==> config.mk <==
export PLATFORM = sky130hd
export DESIGN_NAME = dmem_arbiter
export DESIGN_NICKNAME = d
export VERILOG_FILES = /design/src/rtl/dmem_pkg.sv /design/src/rtl/dmem_addr_xlate.sv /design/src/rtl/dmem_arbiter.sv
export SDC_FILE = /design/constraint.sdc
export NUM_CORES = 1
export LEC_CHECK = 0
export ABC_AREA = 1
export CAP_MARGIN = 20
export CORE_UTILIZATION = 30
export DETAILED_ROUTE_END_ITERATION = 16
export HOLD_SLACK_MARGIN = 0.15
export PLACE_DENSITY = 0.74
export SETUP_SLACK_MARGIN = 0.05
export SYNTH_ARGS = -nofsm -noshare
export SYNTH_HDL_FRONTEND = slang
export SYNTH_HIERARCHICAL = 1
export SYNTH_SLANG_ARGS = --single-unit
==> constraint.sdc <==
create_clock -name clk -period 1.5 [get_ports clk]
set_clock_uncertainty 0.1 [all_clocks]
set_input_delay 0.3 -clock clk [delete_from_list [all_inputs] [get_ports clk]]
set_output_delay 0.3 -clock clk [all_outputs]
set_load 0.01 [all_outputs]
Figure 1. Clock distribution (run 1).
Bar = 20 um.
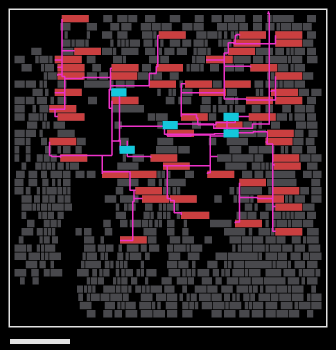
[flip-flops] red | count: 54
[clock wires] magenta | length: 667 um
[clock-net drivers] cyan | count: 5
routed clock nets: 6
Late-Pin Clk Latency: 0.30 ns
Clk network pwr share: 19.4%
Clock group: 1.04 mW

Figure 2. Metal layers overlaid (run 1).
Bar = 20 um. Only two layers are drawn.
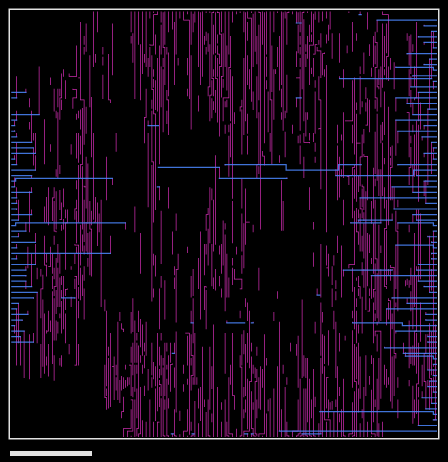
| layer | colour | wire length |
|---|---|---|
| M3 | blue | 812 um |
| M2 | magenta | 6390 um |
final WL: 11740 um
all-layer global routing usage: 20.42%
routed via count: 3731
WL/cell: 14.12 um

Figure 3. Cell classes on the final placement (run 1).
Fill, decap, tap and diode cells in grey.
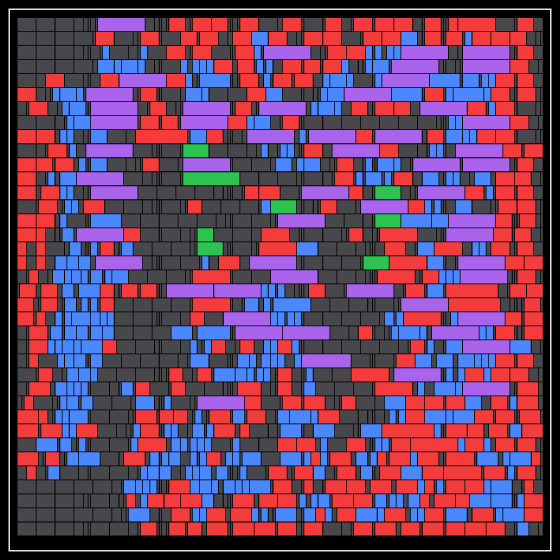
| class | colour | cells | share of their area |
|---|---|---|---|
| remaining buffers and delay cells | red | 298 | 47% |
| clock drivers and dummy loads | green | 8 | 1.9% |
| remaining logic cells | blue | 336 | 30% |
| registers | purple | 54 | 21% |
core area: 10280 um^2
fin area: 6599 um^2
final core utilization: 64.21%

==> Slide: Implementation Results, run 1 <==
Physical Implementation Snapshot

Status
  • Status: complete, but fails checks
  • Failing checks: negative setup slack

CTS
  • CTS Root Cell: clkbuf_8
  • CTS buffer count: 5
  • CTS tree: done

Global route
  • First-pass GRT wire length: roughly 18000 um

STA
  • Fin Hold WS: 0.3345 ns
  • Max-slew violations: 0
  • Period utilization: 112.1%
  • Crit path time final: between 1.5 and 2 ns
  • Final setup fails: about 60
  • Worst slew margin: 77.18%
  • Final WS setup: -0.1810 ns
  • RSZ-0062 raised after global routing: yes

Setup path
  • Worst reg2reg path depth: 9
  • Crit path largest cell delay: around 0.46 ns
  • Setup crit start kind: flop
  • Worst R2R Setup Slack: -0.02 ns
  • CP Capture Type: output pin
  • CP Max Fanout: 6
  • Worst Setup Path Type: flop to output pin
  • Top delay family on crit path: buffers and inverters
  • Crit path depth: 5

Finish
  • Fillers: ~850
  • Max FFs per register: 32
  • Area Growth Syn to Fin: 108.0%
  • Final net count: ~860

Power and ir drop
  • Pwr Density: roughly 810 nW/um^2

Logic synthesis
  • Synthesis area per yosys: ~3200 um^2
  • Top cells, area: dfrtp_1 (43%), nand2_1 (18%), a21oi_2 (10%)
  • Synth Register Bits: about 54

Hold path
  • Number of cells on the worst hold path: 1
  • HP Class: flop to flop

Routing
  • Final ANT Viol Nets: 0
  • Initial detailed-routing violation count: between 100 and 150
  • DRT Pass-1 Iters: 4

Place
  • Post-DP HPWL: approximately 8100 um
  • Post-place setup slack: -0.7032 ns
==> run 1: placed cells by master (no fill, tap or decap), drive strengths merged <==
master / instances
a21oi: 43
buf: 113
bufinv: 1
clkbuf: 7
clkdlybuf4s15: 2
clkdlybuf4s50: 123
clkinv: 1
dfrtp: 54
dlygate4sd2: 57
dlygate4sd3: 1
dlymetal6s2s: 1
inv: 61
nand2: 158
nand3: 12
nand4: 10
nor2: 47
o21a: 1
o21ai: 2
or2: 2
==> run 1: power breakdown <==
part	switching, mW	internal, mW
registers	0.0714	1.66
logic	1.26	1.34
clock network	0.494	0.550
total	1.82	3.55
==> run 1: cell families (layout without fill, tap and decap cells) <==
family	after synthesis	in the layout	share of synthesized area, %
and+or+nand+nor	229	229	29.77
buffers and inverters	99	367	15.81
DFF	54	54	42.59
AOI/OAI and AO/OA	46	46	11.83
==> run 1: Yosys cell counts <==
library cell / count
nand2_1: 155
inv_1: 60
dfrtp_1: 54
nor2_1: 41
a21oi_2: 38
buf_4: 22
nand3_1: 11
nand4_1: 10
buf_2: 8
nor2_2: 6
a21oi_1: 5
buf_6: 5
clkbuf_1: 3
nand2_2: 2
o21ai_0: 2
or2_1: 2
clkinv_1: 1
nand2_4: 1
nand3_4: 1
o21a_1: 1
==> run 1: metal layers <==
| layer | track usage [%] | vias up | wire, um | share of wire, % |
|---|---|---|---|---|
| li1 | - | 1805 | - | - |
| met1 | 22.41 | 1761 | 4338 | 37 |
| met2 | 39.12 | 148 | 6393 | 54 |
| met3 | 4.866 | 17 | 812 | 6.9 |
| met4 | 4.930 | 0 | 199 | 1.7 |
| met5 | 0 | - | 0 | 0 |
==> run 1: stage by stage <==
| stage | total power, mW | TNS (ns) |
|---|---|---|
| floorplan | 2.685 | -0.4520 |
| detailed placement | 3.881 | -41.61 |
| finish | 5.370 | -7.397 |
| global route | 5.651 | -13.81 |
| CTS | 5.204 | -8.809 |
| global placement | 3.851 | -39.72 |
==> run 1: final cells by class <==
cell class	count	share of cell area (%)
multi-input cells	275	25.96
inverters	61	3.603
clock inverters	2	0.5878
repair buffers	298	45.53
flip-flops and latches	54	20.50
clock buffers	6	1.251
well taps	136	2.579
==> run 1: repair_timing <==
action | CTS | global route
setup buffers | 24 | 7
gates cloned | 7 | 0
resized | 388 | 140
setup endpoints to repair | 132 | 82
endpoints found under the hold margin | 54 | 0
pin swaps | 39 | 41
hold buffers | 1 | 0
Figure 4. Sequential cells coloured by netlist name (run 1).
Bar = 20 um. Other sequential cells in the stronger grey, the rest of the logic in the fainter grey.
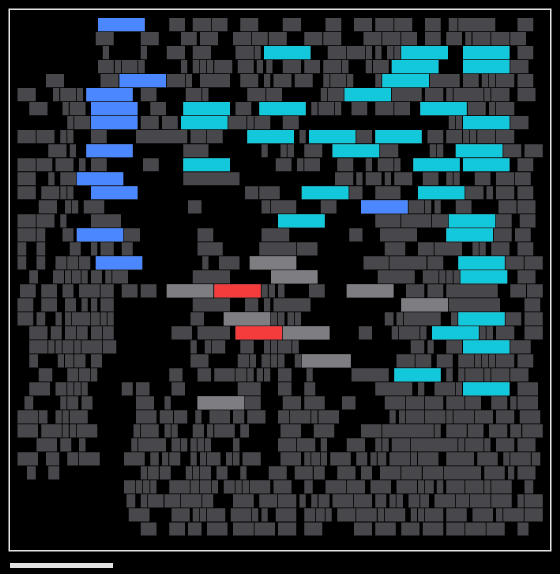

## Run 2: what changed since run 1
--- a/config.mk
+++ b/config.mk
@@ -7,10 +7,13 @@
 export LEC_CHECK = 0
 export ABC_AREA = 1
 export CAP_MARGIN = 20
-export CORE_UTILIZATION = 30
+export CELL_PAD_IN_SITES_DETAIL_PLACEMENT = 2
+export CELL_PAD_IN_SITES_GLOBAL_PLACEMENT = 2
+export CORE_MARGIN = 2
+export CORE_UTILIZATION = 16
 export DETAILED_ROUTE_END_ITERATION = 16
 export HOLD_SLACK_MARGIN = 0.15
-export PLACE_DENSITY = 0.74
+export PLACE_DENSITY = 0.8
 export SETUP_SLACK_MARGIN = 0.05
 export SYNTH_ARGS = -nofsm -noshare
 export SYNTH_HDL_FRONTEND = slang
Figure 5. Sequential cells coloured by netlist name (run 2).
Bar = 50 um. Other sequential cells in the stronger grey, the rest of the logic in the fainter grey.
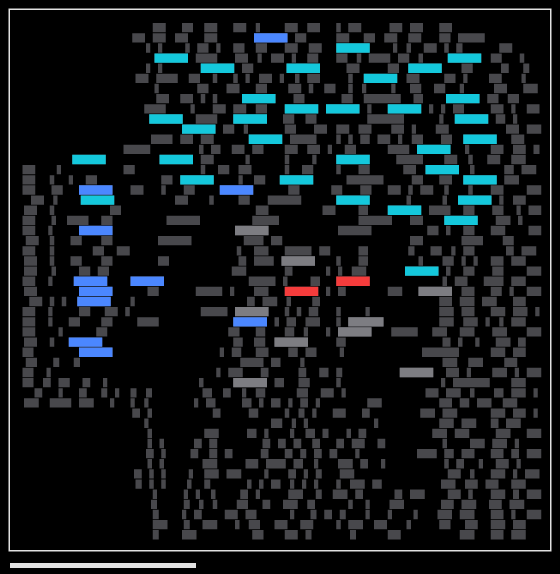
| signal | colour | placed flops |
|---|---|---|
| state | red | 2 |
| ram_addr | blue | 11 |
| ram_wdata | cyan | 32 |
final core utilization: 35.83%
sequential power: 1.74 mW
storage element area: 1353 um^2

==> Slide: Implementation Results, run 2 <==
Physical Implementation Snapshot

Setup path
  • Worst reg2reg path depth: 8 (-1)
  • CP Capture Type: output pin
  • Worst Setup Path Type: flop to output pin
  • Setup crit start kind: flop
  • Crit path depth: 6 (+1)

Routing
  • DRT Pass-1 Iters: 4 (unchanged)
  • WL/cell: 17.22 um (+22%)
  • Final WL: 16810 um (+43%)
  • Final ANT Viol Nets: 0 (unchanged)
  • Initial detailed-routing violation count: 61 (-40%)

Status
  • Failing checks: negative setup slack
  • Status: complete, but fails checks

Floorplan
  • Core area: 19460 um^2 (+89%)

CTS
  • CTS buffer count: 5 (unchanged)
  • CTS tree: done
  • CTS Root Cell: clkbuf_16

STA
  • Final WS setup: -0.2651 ns (-0.08419 ns)
  • Final setup fails: 74 (+23%)
  • RSZ-0062 raised after global routing: yes
  • Worst slew margin: 78.47% (+1.3 points)

Global route
  • All-layer global routing usage: 14.92% (-5.5 points)
  • First-pass GRT wire length: 23810 um (+32%)

Logic synthesis
  • Dominant flop cell: dfrtp_1

Hold path
  • Number of cells on the worst hold path: 1 (unchanged)

Power and ir drop
  • Overall Power: 5.877 mW (+9.5%)

Place
  • Post-place setup slack: -0.7232 ns (-0.02005 ns)

Finish
  • Final net count: 876 (+1.7%)
[run 2: cell counts after synthesis]
Identical to the previous run, type by type.
[run 2: report_power, final]
group | switching (mW) | internal [mW] | leakage [nW]
sequential | 0.0742 | 1.66 | 0.734
combinational | 1.43 | 1.49 | 2.79
clock | 0.583 | 0.630 | 0.0704
[run 2: kinds of logic (layout without fill, tap and decap cells)]
logic type	after synthesis	after routing	synth area share, %
DFF	54	54	42.59
AOI/OAI and AO/OA	46	46	11.83
buffers and inverters	99	382	15.81
and+or+nand+nor	229	229	29.77
[run 2: cell type report]
| cell class | instances | area (um^2) |
|---|---|---|
| timing repair buffer | 313 | 3183 |
| tap | 265 | 331.6 |
| inverter | 61 | 231.5 |
| multi-input combinational | 275 | 1725 |
| clock buffer | 5 | 125.1 |
| fill | 2190 | 12490 |
| clock inverter | 3 | 25.02 |
| sequential | 54 | 1353 |
[run 2: timing repair]
item	CTS	global route
resized	451	103
endpoints found under the setup margin	132	83
hold endpoints to repair	54	0
pin swaps	20	20
setup buffers	32	5
gates cloned	7	0
hold buffers	1	0
[run 2: per-layer routing]
metal / part of all wire [%] / global-route usage (%)
met5: 0 / 0
met1: 35 / 14.93
met4: 1.7 / 2.044
met2: 56 / 30.88
met3: 7.6 / 4.014
[run 2: worst register-to-register path, stage by stage (launching register included)]
cell and delay (ns):
dfrtp_1 0.39, inv_1 0.08, nand2_2 0.07, buf_4 0.14, nor2_4 0.12, nand3_4 0.15
buf_12 0.18, buf_16 0.15, a21oi_2 0.11
[run 2: stage by stage]
step,instances,cell area (um^2),hold slack (ns),utilization [%]
after floorplan,428,3198,-0.09559,-
after global placement,928,5992,0.2324,30.79
after detailed placement,928,5992,0.2301,30.79
after CTS,976,6658,0.3451,34.21
after global routing,976,6974,0.3765,35.83
final,976,6974,0.3413,35.83
Power and IR drop assume default switching activity.
